### src/rtl/spi_arbiter_pkg.sv
// Shared constants for the SPI request arbiter: operation codes and FSM states.
package spi_arbiter_pkg;

  localparam logic OP_READ  = 1'b0;
  localparam logic OP_WRITE = 1'b1;

  typedef enum logic [1:0] {
    ST_IDLE     = 2'd0,
    ST_ISSUE    = 2'd1,
    ST_WAIT_EOT = 2'd2,
    ST_COMPLETE = 2'd3
  } arb_state_t;

endpackage

### src/rtl/rr_priority_picker.sv
// Combinational round-robin picker: first asserted request after i_last wins.
module rr_priority_picker #(
  parameter int NUM_REQ = 4,
  parameter int IDX_W   = (NUM_REQ > 1) ? $clog2(NUM_REQ) : 1
) (
  input  logic [NUM_REQ-1:0] i_req,
  input  logic [IDX_W-1:0]   i_last,
  output logic [NUM_REQ-1:0] o_onehot,
  output logic [IDX_W-1:0]   o_idx,
  output logic               o_valid
);

  // Scan last+1, last+2, ... last+N (mod N); the last slot checked is i_last itself.
  always_comb begin
    o_onehot = '0;
    o_idx    = '0;
    o_valid  = 1'b0;
    for (int k = 1; k <= NUM_REQ; k++) begin
      if (!o_valid && i_req[(int'(i_last) + k) % NUM_REQ]) begin
        o_valid                                   = 1'b1;
        o_onehot[(int'(i_last) + k) % NUM_REQ]    = 1'b1;
        o_idx                                     = IDX_W'((int'(i_last) + k) % NUM_REQ);
      end
    end
  end

endmodule

### src/rtl/spi_request_arbiter.sv
// Round-robin sharing of one quick_spi master between NUM_REQUESTERS clients.
// One transaction at a time; a watchdog aborts a transaction whose EOT never comes.
module spi_request_arbiter
  import spi_arbiter_pkg::*;
#(
  parameter int NUM_REQUESTERS      = 4,
  parameter int INCOMING_DATA_WIDTH = 8,
  parameter int OUTGOING_DATA_WIDTH = 16,
  parameter int NUMBER_OF_SLAVES    = 2,
  parameter int TIMEOUT_CYCLES      = 1024
) (
  input  logic                                          clk,
  input  logic                                          reset,
  input  logic [NUM_REQUESTERS-1:0]                     req,
  input  logic [NUM_REQUESTERS-1:0]                     req_operation,
  input  logic [NUM_REQUESTERS*NUMBER_OF_SLAVES-1:0]    req_slave,
  input  logic [NUM_REQUESTERS*OUTGOING_DATA_WIDTH-1:0] req_outgoing_data,
  output logic [NUM_REQUESTERS-1:0]                     grant,
  output logic [NUM_REQUESTERS-1:0]                     done,
  output logic [INCOMING_DATA_WIDTH-1:0]                rd_data,
  output logic                                          timeout_err,
  output logic                                          spi_start_transaction,
  output logic                                          spi_operation,
  output logic [NUMBER_OF_SLAVES-1:0]                   spi_slave,
  output logic [OUTGOING_DATA_WIDTH-1:0]                spi_outgoing_data,
  input  logic                                          spi_end_of_transaction,
  input  logic [INCOMING_DATA_WIDTH-1:0]                spi_incoming_data
);

  localparam int IDX_W = (NUM_REQUESTERS > 1) ? $clog2(NUM_REQUESTERS) : 1;
  localparam int WD_W  = (TIMEOUT_CYCLES > 1) ? $clog2(TIMEOUT_CYCLES) : 1;

  arb_state_t                      r_state, w_state_nxt;
  logic [IDX_W-1:0]                r_last, r_idx;
  logic [WD_W-1:0]                 r_wdog;
  logic [NUM_REQUESTERS-1:0]       r_grant, r_done;
  logic [INCOMING_DATA_WIDTH-1:0]  r_rd_data;
  logic                            r_timeout_err, r_start, r_op;
  logic [NUMBER_OF_SLAVES-1:0]     r_slave;
  logic [OUTGOING_DATA_WIDTH-1:0]  r_payload;

  logic [NUM_REQUESTERS-1:0]       w_win_onehot;
  logic [IDX_W-1:0]                w_win_idx;
  logic                            w_win_valid;
  logic                            w_wdog_expire;

  rr_priority_picker #(
    .NUM_REQ (NUM_REQUESTERS),
    .IDX_W   (IDX_W)
  ) u_picker (
    .i_req    (req),
    .i_last   (r_last),
    .o_onehot (w_win_onehot),
    .o_idx    (w_win_idx),
    .o_valid  (w_win_valid)
  );

  assign w_wdog_expire = (r_wdog == WD_W'(TIMEOUT_CYCLES - 1));

  // State register.
  always_ff @(posedge clk or posedge reset) begin
    if (reset) r_state <= ST_IDLE;
    else       r_state <= w_state_nxt;
  end

  // Next state. EOT is only looked at in WAIT_EOT and COMPLETE, so an EOT
  // left high from a previous transaction cannot complete a new one early.
  always_comb begin
    w_state_nxt = r_state;
    case (r_state)
      ST_IDLE:     if (w_win_valid) w_state_nxt = ST_ISSUE;
      ST_ISSUE:    w_state_nxt = ST_WAIT_EOT;
      ST_WAIT_EOT: if (spi_end_of_transaction || w_wdog_expire) w_state_nxt = ST_COMPLETE;
      ST_COMPLETE: if (!spi_end_of_transaction) w_state_nxt = ST_IDLE;
      default:     w_state_nxt = ST_IDLE;
    endcase
  end

  // Registered outputs, latched request fields, watchdog and rr pointer.
  always_ff @(posedge clk or posedge reset) begin
    if (reset) begin
      r_grant       <= '0;
      r_done        <= '0;
      r_rd_data     <= '0;
      r_timeout_err <= 1'b0;
      r_start       <= 1'b0;
      r_op          <= 1'b0;
      r_slave       <= '0;
      r_payload     <= '0;
      r_idx         <= '0;
      r_last        <= IDX_W'(NUM_REQUESTERS - 1);
      r_wdog        <= '0;
    end else begin
      r_start       <= 1'b0;
      r_done        <= '0;
      r_timeout_err <= 1'b0;
      case (r_state)
        ST_IDLE: begin
          if (w_win_valid) begin
            r_grant   <= w_win_onehot;
            r_idx     <= w_win_idx;
            r_op      <= req_operation[w_win_idx];
            r_slave   <= req_slave[int'(w_win_idx)*NUMBER_OF_SLAVES +: NUMBER_OF_SLAVES];
            r_payload <= req_outgoing_data[int'(w_win_idx)*OUTGOING_DATA_WIDTH +: OUTGOING_DATA_WIDTH];
          end
        end
        ST_ISSUE: begin
          r_start <= 1'b1;
          r_wdog  <= '0;
        end
        ST_WAIT_EOT: begin
          if (spi_end_of_transaction) begin
            if (r_op == OP_READ) r_rd_data <= spi_incoming_data;
            r_done <= r_grant;
            r_last <= r_idx;
          end else if (w_wdog_expire) begin
            r_rd_data     <= '0;
            r_timeout_err <= 1'b1;
            r_done        <= r_grant;
            r_last        <= r_idx;
          end else begin
            r_wdog <= r_wdog + 1'b1;
          end
        end
        ST_COMPLETE: begin
          if (!spi_end_of_transaction) r_grant <= '0;
        end
        default: ;
      endcase
    end
  end

  assign grant                 = r_grant;
  assign done                  = r_done;
  assign rd_data               = r_rd_data;
  assign timeout_err           = r_timeout_err;
  assign spi_start_transaction = r_start;
  assign spi_operation         = r_op;
  assign spi_slave             = r_slave;
  assign spi_outgoing_data     = r_payload;

endmodule

### config.mk
export PLATFORM = sky130hd
export DESIGN_NAME = spi_request_arbiter
export DESIGN_NICKNAME = d
export VERILOG_FILES = /design/src/rtl/spi_arbiter_pkg.sv /design/src/rtl/rr_priority_picker.sv /design/src/rtl/spi_request_arbiter.sv
export SDC_FILE = /design/constraint.sdc
export NUM_CORES = 1
export LEC_CHECK = 0
export CORE_AREA = 3 3 98 100
export CTS_CLUSTER_DIAMETER = 50
export CTS_CLUSTER_SIZE = 10
export DETAILED_ROUTE_END_ITERATION = 7
export DIE_AREA = 0 0 101 103
export GPL_TIMING_DRIVEN = 0
export PLACE_DENSITY = 0.81
export SLEW_MARGIN = 20
export SYNTH_ARGS = -nofsm -noshare
export SYNTH_HDL_FRONTEND = slang
export SYNTH_SLANG_ARGS = --single-unit
export TNS_END_PERCENT = 50
### constraint.sdc
create_clock -name clk -period 3.3 [get_ports clk]
set_clock_uncertainty 0.2 [all_clocks]
set_input_delay 0.66 -clock clk [delete_from_list [all_inputs] [get_ports clk]]
set_output_delay 0.66 -clock clk [all_outputs]
set_load 0.02 [all_outputs]
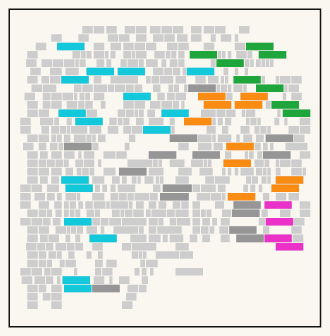
(images/ff_map.png)
Other sequential cells in the stronger grey, the rest of the logic in the fainter grey.
- green: `rd_data` (placed flops 8; where north-east)
- cyan: `spi_outgoing_data` (placed flops 16)
- magenta: `done` (placed flops 4)
- orange: `r_wdog` (placed flops 10)
sequential logic power: 1.09 mW
register share of the cell area: 24.67%

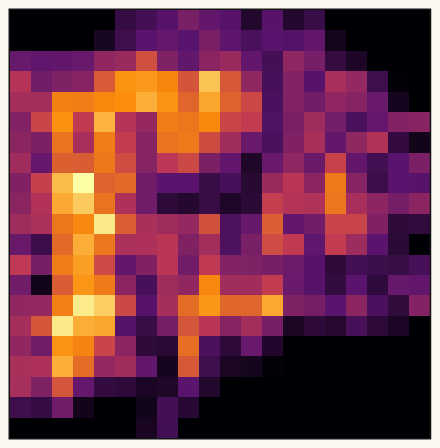
(images/route_heat.png)
The die is cut into 20 by 21 equal tiles; black is low, pale yellow is high, scaled to the fullest tile. Values are wire area over tile area, all layers added.
- emptiest ninth of the die: south-east
- fullest tile: 0.56
- nearly empty tiles: 20%
- densest ninth of the die: west
Total Wirelength: 11140 um
total number of vias: 3709
global-route total usage across every layer: 20.36%
routed length per placed instance: 17.12 um

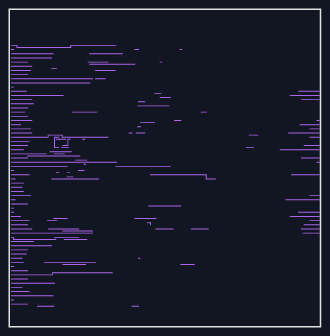
(images/m3.png)
- main direction: horizontal
- nets with wire on the layer: 123
M3 GR Usage: 5.616%

## per-layer routing
layer | global-route usage [%] | wire length [um] | part of all wire, % | vias up
li1 | - | - | - | 1739
met1 | 23.07 | 4314 | 39 | 1765
met2 | 36.56 | 5608 | 50 | 181
met3 | 5.616 | 978 | 8.8 | 24
met4 | 7.669 | 241 | 2.2 | 0
met5 | 0 | 0 | 0 | -
## worst max-delay path: cells and delay by family
kind	cells	cell delay, ps
multiplexers	1	660
buffers and inverters	2	810
AND-OR/OR-AND	3	660
AND/OR/NAND/NOR	2	380
## area by class of cell
cell class | instances | share of cell area, %
Clock inverter | 3 | 0.4646
Clock buffer | 5 | 1.278
Inverter | 28 | 2.091
Multi-Input combinational cell | 285 | 38.89
Tap cell | 108 | 2.509
Sequential cell | 53 | 24.67
Buffer | 24 | 3.484
Timing Repair Buffer | 145 | 26.62
## how the worst max path moves through the flow
stage | from | to | slack, ps
5_1_grt | r_last[0]$_DFFE_PP1P_ | spi_operation$_DFFE_PP0P_ | -20
3_3_place_gp | r_last[0]$_DFFE_PP1P_ | spi_outgoing_data[4]$_DFFE_PP0P_ | -420
2_1_floorplan | r_last[0]$_DFFE_PP1P_ | spi_operation$_DFFE_PP0P_ | 110
3_5_place_dp | r_last[0]$_DFFE_PP1P_ | spi_outgoing_data[4]$_DFFE_PP0P_ | -430
4_1_cts | r_last[0]$_DFFE_PP1P_ | spi_outgoing_data[7]$_DFFE_PP0P_ | 9
6_report | req[3] | spi_outgoing_data[9]$_DFFE_PP0P_ | 100
## power groups by stage
stage | registers [mW] | clock network (mW) | logic (mW)
floorplan | 1.33 | 0 | 2.03
global placement | 1.11 | 0 | 3.22
detailed placement | 1.12 | 0 | 3.31
CTS | 1.09 | 0.390 | 3.68
global route | 1.13 | 0.415 | 4.17
finish | 1.09 | 0.382 | 3.86
## state kept, by name (all words and copies together), names as in the netlist
name,count
spi_outgoing_data,16
spi_start_transaction,1
spi_operation,1
rd_data,8
timeout_err,1
spi_slave,2
r_wdog,10
r_state,2
grant,4
r_idx,2
done,4
r_last,2
## repair_timing
item                       CTS  global route
setup endpoints to repair   27            24
pin swaps                    5             9
buffers inserted            11             4
gates resized               28             9
cloned                       1             1
## cell families (layout without fill, tap and decap cells)
| logic type | Yosys count | after routing | synth area share, % |
|---|---|---|---|
| compound gates | 138 | 138 | 28.17 |
| xor+xnor | 6 | 6 | 1.463 |
| fa+ha+maj | 14 | 14 | 4.875 |
| buf+inv | 55 | 205 | 7.799 |
| flops | 53 | 53 | 36.98 |
| mux | 9 | 9 | 3.656 |
| simple gates | 118 | 118 | 17.06 |
==> impl_metrics.tcl <==
# implementation run metrics
set metrics [dict create \
    ys_top_cells_by_area "dfrtp_1, a222oi_1, ha_1" \
    cts_hold_repair.buffers 0 \
    yosys-stat-area_sq_um 3593 \
    fp.dieArea_sq_um 10400 \
    drcViolationCount 0 \
    hold_path_startpoint "rd_data[1]$_DFFE_PP0P_" \
    cts_made_buffers 5 \
    area_of_all_placed_cells_without_fillers_sq_um 5386 \
    worstSetupPathType "input port to flop" \
    first_iter_violations 260 \
    relSlewSlack_pct 59.45 \
    hold_ws_ps 280.5 \
    ys_cells 393 \
    fp_nets 498 \
    finalSetupTns_ps 0 \
    dp_slack_ps -433.5 \
    layout.core_utilization_pct 61.46 \
    final_layout_top_logic_cell "clkdlybuf4s50_1" \
    fp-row-count 34 \
    power.ir.vdd_worst_mv 0.5689 \
    r2r-end "spi_outgoing_data[0]$_DFFE_PP0P_" \
    mi_comb_area_sq_um 2095 \
    most_common_cell "dfrtp_1" \
    p_leak_nw 2.330 \
    p_per_area_nw_per_um2 991.2 \
    syn-cell-area_sq_um 3593 \
    layout.cells.non_filler 651 \
    cp.arrival_ps 3180 \
    totalPowerFinal_mw 5.339 \
    path_clk_slew_ps 110 \
    cts_sinks 53 \
    core_region_area_sq_um 8763 \
    ff2ff_setup_slack_ps 140 \
    power_switching_share_pct 45.13 \
    cp_slowest_cell "mux4_2" \
    fin_crit_sh_pct 96.96 \
    post_route_cells_drive_above_1_share_pct 14.55 \
    cts_buffer_depth 2 \
    dieWidth_um 101 \
    final_nets 647 \
    edff_count_synth 0 \
    cts_tree "yes" \
    holdCritPathClass "flop to flop" \
    detail_route.first_pass.iterations 8 \
    synth_async_sr_flop_share_pct 100.0 \
    run_status "completed" \
]
Power figures rest on the tool's default switching activity, not on a simulated workload.
